==> src/rtl/ifu_prefetch.sv <==
`default_nettype none
// ============================================================================
// ifu_prefetch : in-order instruction prefetch buffer with redirect squashing
// Rev 1.0
// ============================================================================

module ifu_prefetch #(
  parameter int unsigned     XLEN     = 64,
  parameter int unsigned     DEPTH    = 4,
  parameter logic [XLEN-1:0] RESET_PC = XLEN'(64'h0000_0000_8000_0000)
) (
  input  logic            clk,
  input  logic            rst,
  output logic            imem_req_valid,
  input  logic            imem_req_ready,
  output logic [XLEN-1:0] imem_req_addr,
  input  logic            imem_rsp_valid,
  input  logic [31:0]     imem_rsp_data,
  output logic            inst_valid,
  input  logic            inst_ready,
  output logic [31:0]     inst,
  output logic [XLEN-1:0] inst_pc,
  input  logic            redirect,
  input  logic [XLEN-1:0] redirect_pc
);

  localparam int unsigned PW = $clog2(DEPTH);
  localparam int unsigned CW = PW + 1;

  logic [XLEN-1:0]  fetch_pc_q, fetch_pc_d;
  logic [PW-1:0]    head_q, head_d;
  logic [PW-1:0]    fill_q, fill_d;
  logic [PW-1:0]    tail_q, tail_d;
  logic [CW-1:0]    count_q, count_d;
  logic [CW-1:0]    pend_q, pend_d;
  logic [CW-1:0]    drop_q, drop_d;
  logic [DEPTH-1:0] filled_q, filled_d;
  logic [XLEN-1:0]  pc_q   [DEPTH];
  logic [31:0]      inst_q [DEPTH];

  logic req_fire;
  logic rsp_drop;
  logic rsp_fill;
  logic consume;

  // Requests are held off during reset so nothing leaks out before the first edge.
  assign imem_req_valid = rst && !redirect && (count_q < CW'(DEPTH));
  assign imem_req_addr  = fetch_pc_q;

  assign inst_valid = (count_q != '0) && filled_q[head_q];
  assign inst       = inst_q[head_q];
  assign inst_pc    = pc_q[head_q];

  assign req_fire = imem_req_valid && imem_req_ready;
  assign rsp_drop = imem_rsp_valid && (drop_q != '0);
  assign rsp_fill = imem_rsp_valid && (drop_q == '0) && (pend_q != '0);
  assign consume  = inst_valid && inst_ready;

  always_comb begin
    fetch_pc_d = fetch_pc_q;
    head_d     = head_q;
    fill_d     = fill_q;
    tail_d     = tail_q;
    count_d    = count_q;
    pend_d     = pend_q;
    drop_d     = drop_q;
    filled_d   = filled_q;
    if (redirect) begin
      // Every issued-but-unanswered request becomes stale; a response landing
      // this cycle answers one of them, whether it was headed for a drop or a fill.
      head_d     = '0;
      fill_d     = '0;
      tail_d     = '0;
      count_d    = '0;
      pend_d     = '0;
      filled_d   = '0;
      drop_d     = drop_q + pend_q - CW'(rsp_drop || rsp_fill);
      fetch_pc_d = {redirect_pc[XLEN-1:2], 2'b00};
    end else begin
      if (req_fire) begin
        tail_d     = tail_q + PW'(1);
        fetch_pc_d = fetch_pc_q + XLEN'(4);
      end
      if (rsp_fill) begin
        fill_d           = fill_q + PW'(1);
        filled_d[fill_q] = 1'b1;
      end
      if (rsp_drop) begin
        drop_d = drop_q - CW'(1);
      end
      if (consume) begin
        head_d           = head_q + PW'(1);
        filled_d[head_q] = 1'b0;
      end
      count_d = count_q + CW'(req_fire) - CW'(consume);
      pend_d  = pend_q + CW'(req_fire) - CW'(rsp_fill);
    end
  end

  always_ff @(posedge clk or negedge rst) begin
    if (!rst) begin
      fetch_pc_q <= RESET_PC;
      head_q     <= '0;
      fill_q     <= '0;
      tail_q     <= '0;
      count_q    <= '0;
      pend_q     <= '0;
      drop_q     <= '0;
      filled_q   <= '0;
    end else begin
      fetch_pc_q <= fetch_pc_d;
      head_q     <= head_d;
      fill_q     <= fill_d;
      tail_q     <= tail_d;
      count_q    <= count_d;
      pend_q     <= pend_d;
      drop_q     <= drop_d;
      filled_q   <= filled_d;
    end
  end

  // Payload storage needs no reset: the filled bits and count gate its use.
  always_ff @(posedge clk) begin
    if (req_fire) begin
      pc_q[tail_q] <= fetch_pc_q;
    end
    if (rsp_fill && !redirect) begin
      inst_q[fill_q] <= imem_rsp_data;
    end
  end

endmodule

`default_nettype wire

==> config.mk <==
export PLATFORM = sky130hd
export DESIGN_NAME = ifu_prefetch
export DESIGN_NICKNAME = d
export VERILOG_FILES = /design/src/rtl/ifu_prefetch.sv
export SDC_FILE = /design/constraint.sdc
export NUM_CORES = 1
export LEC_CHECK = 0
export CORE_ASPECT_RATIO = 0.6
export CORE_MARGIN = 4
export CORE_UTILIZATION = 50
export CTS_BUF_LIST = sky130_fd_sc_hd__clkbuf_16
export DETAILED_ROUTE_END_ITERATION = 8
export PLACE_DENSITY = 0.74
export SYNTH_ARGS = -nofsm -noshare
export SYNTH_HDL_FRONTEND = slang
export SYNTH_SLANG_ARGS = --single-unit
export TNS_END_PERCENT = 100
==> constraint.sdc <==
create_clock -name clk -period 3.3 [get_ports clk]
set_input_delay 0.825 -clock clk [delete_from_list [all_inputs] [get_ports clk]]
set_output_delay 0.825 -clock clk [all_outputs]
set_load 0.005 [all_outputs]
### Gate-type map, run 1

The bar under the picture is 100 um long.
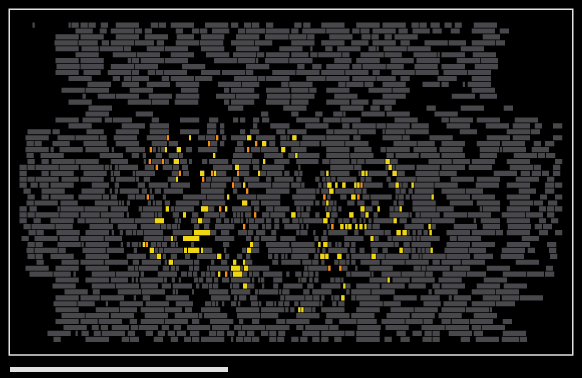
Key: orange = inverters [cells 27]; yellow = NOR gates [cells 95]
final std cells w/o fill: 1923
most frequent logic cell in the layout: edfxtp_1
Comb/total area: 0.2141

### Signal wires by layer, run 1

The bar under the picture is 100 um long.
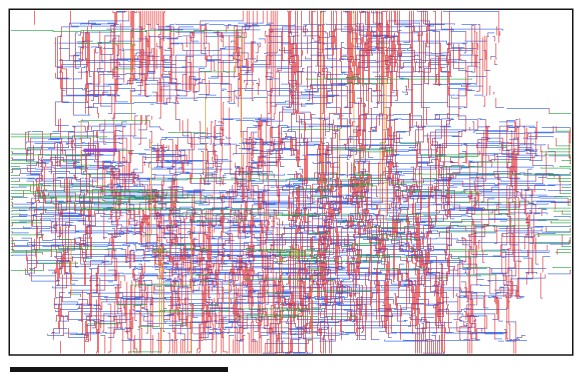
Key: orange = met4 [wire length 881 um]; blue = met1 [wire length 20.2 mm]; red = met2 [wire length 20.9 mm]; purple = met5 [wire length 13.8 um]; green = met3 [wire length 3260 um]
wire per inst: 23.56 um
GRT Overall Usage: 0.2221
final wirelength: 45.30 mm

### Cell placement, run 1

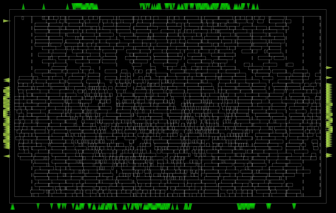
Placeable Area: 36620 um2
FILL cells: 2561
seq_cells: 457
TAP cells: 504
utilization after layout: 0.6490

==> qor.yml, run 1 <==
syn_area_um2: 18720
maxSlewHeadroom: 0.4834
finalMaxSlewViolations: 0
port_buffers: 257
post-place-cells: 1840
path_cells: "buf_16 > mux4_2 > clkdlybuf4s50_1"
avgSynthCellArea_um2: 17.43
logic_family: "multiplexers"
seq_area_um2: 13330
power_clock_w: 0.00471
max_freq_ghz: 0.3112
synth_top_cell_by_area: "edfxtp_1"
grt_pass1_vias: 11158
worst-path-buf-inv: 2
comb_cell_power_w: 0.00106
clkPwrFrac: 0.379
grt_util_met1: 0.3355
hpwl_mm: 30.47
flop_cell: "edfxtp_1"
logic_gates: 543
async_flop_share: 0.1772
endpoint: "inst_pc[24]"
grt_max_degree: 58
top_usage_layer: "met1"
place_ws_ps: 164.7
cap_viol_max_count: 0
power.sequential.fraction: 0.536
comb_area_um2: 5089
startpoint_type: "register"
p_total_w: 0.01244
power.density_nw_per_um2: 523.3
maxPowerGroup: "sequential cells"
root_buffer: "clkbuf_16"
cts_setup_buffers: 0
finalSetupViolCount: 0
clkCellAreaFrac: 0.05649
seq_power_w: 0.00666
yosysSeqAreaShare: 0.7115
final_area_um2: 23770
antenna_found_initial: 5
grt_pass1_wl_mm: 68.43
gp_congestion: 0.8231
p_leak_nw: 8.452
switching_power_w: 0.002731
fin_nets: 1508
grtUsageMet2: 0.3345
synth.top_cell.area_share: 0.6032
fp-row-count: 54
seq_area_frac: 0.5608
placed_area_um2: 22220
endpoint_kind: "output port"
n_all_buffers: 310
rsz0062_at_grt: "yes"
cpLargestDelayFamily: "buffers and inverters"
ys_cells: 1074
lay_top_cells: "edfxtp_1, clkdlybuf4s50_1, mux4_2"
finalCritPeriodShare: 0.9738
cts_tree: "done"
drt_first_iter_violations: 1062
max-vdd-ir-drop_mv: 0.4123
drive_gt1_frac: 0.1633
clkTransAtPathRegs_ps: 60
yosys-top-cells-area: "edfxtp_1, mux4_2, dfrtp_1"
antenna_left: 0
largest-register: "pc_q"
dieArea_um2: 40700
crit_slowest_cell: "dfrtp_4"
clkSinkCount: 457
edf_count: 376
fin_setup_tns_ps: 0
die_h_um: 157.9
post_cts_resized: 5
cts_buffers: 42
final.setup_skew_ps: 17.30
critPathMaxFanout: 29
gr-total-overflow: 0
hold_buffers: 0
critPathKind: "register to output port"
routed-wl-met3_mm: 3.259
crit_arrival_ps: 2390
largest_register_ffs: 248
pin_count: 264
fp-utilization: 0.5112
warnings: 40
vias: 11122
yosysWarningCount: 0
hp-class: "input pin to asynchronous set/reset pin"
critical_path_required_ps: 2470
nNonClkInverters: 27
p_sw_frac: 0.2196
drt-met1-wl_mm: 20.22
first_pass_iters: 5
xor_area_frac: 0.01965
yosysChipArea_um2: 18720
critPathLaunch: "head_q[0]"
combPwrFrac: 0.085
ys_sh_aoi: 0.02974
clock_buffers: 45
wl_met2_mm: 20.93
cpPeakStageDelay_ps: 540
ys_seq_elements: 457
routed.top_layer: "met5"
ys_sh_adder: 0.01791
syn_to_final_growth_pct: 26.96
tightest_slew_ps: 767.8
bufAreaShareNonClock: 0.1374
insertedDiodeCount: 4
period_minus_slack_ps: 3213
ys_sh_simple: 0.08469
common_cells: "edfxtp_1, mux4_2, dfrtp_1"
clockBufferDepth: 3
top_cell: "edfxtp_1"
die_width_um: 257.8
cts_htree_levels: 2
yosysUniqueCellTypes: 60
netlist_instances: 1074
dominant-cell-class: "sequential cells"
path_depth: 3
vias_per_cell: 5.784
clk-insertion-delay-late_ps: 550
drc: 0
r2r_slack_ps: 520
timing.final.ws_setup_ps: 86.62
r2r-start: "head_q[0]"
grt.met3_usage: 0.05132
ys_sh_mux: 0.1188
whs_ps: 85.07
rr_worst_depth: 11
p_int_w: 0.009706
r2r_end: "count_q[2]"
hold_viol: 0
run_status: "finished, final reports clean"
## Run 2: what changed since run 1
Settings changed: CORE_ASPECT_RATIO 0.6 to 1.5, CORE_MARGIN 4 to unset.
### Placement by cell class, run 2

The bar under the picture is 50 um long. Fill, decap, tap and diode cells in gray.
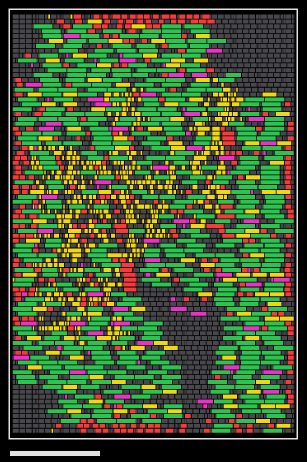
Key: magenta = clock drivers and dummy loads [cells 78]; yellow = all other logic [cells 570]; green = flip-flops [cells 457]; red = other buffers and delay cells [cells 308]
Placeable Area: 36800 um2
num rows: 86

### Gate-type map, run 2

The bar under the picture is 50 um long.
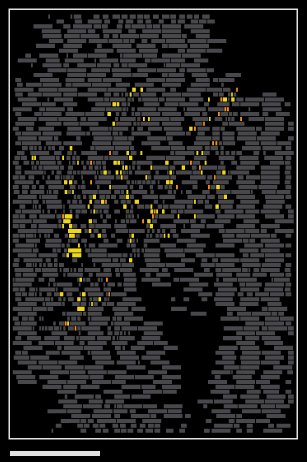
Key: yellow = NOR gates [cells 95]; orange = inverters [cells 27]
final std cells w/o fill: 1899
Comb/total area: 0.2153

### Cell placement, run 2

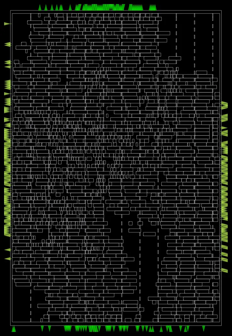
flop share of the area: 0.5639
TAP cells: 484
utilization after layout: 0.6422
FILL cells: 2663

==> run 2 against run 1 <==
Synthesized cell count did not move. Worst hold slack improved by 250 ps. Non-clock buffer count fell by 2. Total power fell by 1.2%. Register-to-register slack barely moved. Final cell count fell by 1.2%. Largest cell class unchanged. Highest routed layer unchanged.
==> qor.yml, run 2 <==
critPathLaunch: "head_q[0]"
antenna_found_initial: 5  # unchanged
whs_ps: 336.6  # +251.6 ps
cts_setup_buffers: 0  # unchanged
drt-met1-wl_mm: 16.13  # -20%
routed-wl-met3_mm: 3.193  # -2.0%
startpoint_type: "register"
path_cells: "buf_16 > mux4_2 > clkdlybuf4s50_1"
clkPwrFrac: 0.372  # -0.007
worst-path-buf-inv: 2  # unchanged
bufAreaShareNonClock: 0.1359  # -0.001498
yosysWarningCount: 0  # unchanged
placed_area_um2: 22260  # +0.19%
nNonClkInverters: 27  # unchanged
grt_max_degree: 77  # +33%
syn_to_final_growth_pct: 26.24
crit_slowest_cell: "mux4_2"
comb_area_um2: 5089  # unchanged
max-vdd-ir-drop_mv: 0.5333  # +29%
maxPowerGroup: "sequential cells"
synth.top_cell.area_share: 0.6032  # unchanged
grt_pass1_vias: 11150  # -0.072%
gr-total-overflow: 0  # unchanged
clock_buffers: 44  # -2.2%
fin_setup_tns_ps: 0  # unchanged
final.setup_skew_ps: 26.13  # +8.830 ps
timing.final.ws_setup_ps: 89.96  # +3.346 ps
r2r_slack_ps: 530  # about the same
common_cells: "edfxtp_1, mux4_2, dfrtp_1"
drc: 0  # unchanged
vias_per_cell: 5.675  # -1.9%
synth_top_cell_by_area: "edfxtp_1"
yosysSeqAreaShare: 0.7115  # unchanged
grt_util_met1: 0.2791  # -0.05640
largest-register: "pc_q"
clk-insertion-delay-late_ps: 550  # about the same
finalCritPeriodShare: 0.9727  # -0.001014
comb_cell_power_w: 0.00105  # about the same
logic_gates: 543  # unchanged
top_usage_layer: "met2"
cpPeakStageDelay_ps: 580  # +40 ps
drive_gt1_frac: 0.1642  # +0.0009388
hold_viol: 0  # unchanged
p_int_w: 0.009523  # -1.9%
final_area_um2: 23630  # -0.56%
grtUsageMet2: 0.4141  # +0.07962
critPathMaxFanout: 30  # +3.4%
lay_top_cells: "edfxtp_1, clkdlybuf4s50_1, mux4_2"
gp_congestion: 0.8408  # +2.2%
first_pass_iters: 5  # unchanged
flop_cell: "edfxtp_1"
drt_first_iter_violations: 916  # -14%
logic_family: "multiplexers"
ys_seq_elements: 457  # unchanged
vias: 10776  # -3.1%
maxSlewHeadroom: 0.5510  # +0.06762
netlist_instances: 1074  # unchanged
wl_per_cell_um: 23.02  # -2.3%
critPathKind: "register to output port"
r2r-start: "head_q[0]"
fp-utilization: 0.5087  # -0.002503
die_width_um: 160.0  # -38%
seq_area_um2: 13330  # unchanged
dominant-cell-class: "sequential cells"
ys_sh_mux: 0.1188  # unchanged
r2r_end: "count_q[2]"
grt.met3_usage: 0.05465  # +0.003331
top_cell: "edfxtp_1"
ys_sh_adder: 0.01791  # unchanged
yosysUniqueCellTypes: 60  # unchanged
cts_htree_levels: 2  # unchanged
ys_cells: 1074  # unchanged
rr_worst_depth: 11  # unchanged
xor_area_frac: 0.01965  # unchanged
power_clock_w: 0.00457  # -3%
largest_register_ffs: 248  # unchanged
routed_wirelength_mm: 43.72  # -3.5%
ys_sh_aoi: 0.02974  # unchanged
n_all_buffers: 308  # -0.65%
power.sequential.fraction: 0.543  # +0.007
p_leak_nw: 8.166  # -3.4%
yosys-top-cells-area: "edfxtp_1, mux4_2, dfrtp_1"
hpwl_mm: 28.92  # -5.1%
finalSetupViolCount: 0  # unchanged
yosysChipArea_um2: 18720  # unchanged
finalMaxSlewViolations: 0  # unchanged
routed.top_layer: "met5"
post-place-cells: 1819  # -1.1%
switching_power_w: 0.002762  # +1.1%
clockBufferDepth: 3  # unchanged
cpLargestDelayFamily: "buffers and inverters"
hold_buffers: 0  # unchanged
critical_path_required_ps: 2470  # about the same
clkSinkCount: 457  # unchanged
port_buffers: 257  # unchanged
ys_sh_simple: 0.08469  # unchanged
edf_count: 376  # unchanged
run_status: "finished, final reports clean"
pin_count: 264  # unchanged
warnings: 39  # -2.5%
fin_nets: 1507  # -0.066%
lay_top_count: "edfxtp_1"
insertedDiodeCount: 2  # -2
combPwrFrac: 0.085  # about the same
rsz0062_at_grt: "yes"
endpoint_kind: "output port"
wl_met2_mm: 23.12  # +10%
syn_area_um2: 18720  # unchanged
place_ws_ps: 117.6  # -47.10 ps
tightest_slew_ps: 673.4  # -94.35 ps
Power and IR drop assume default switching activity.
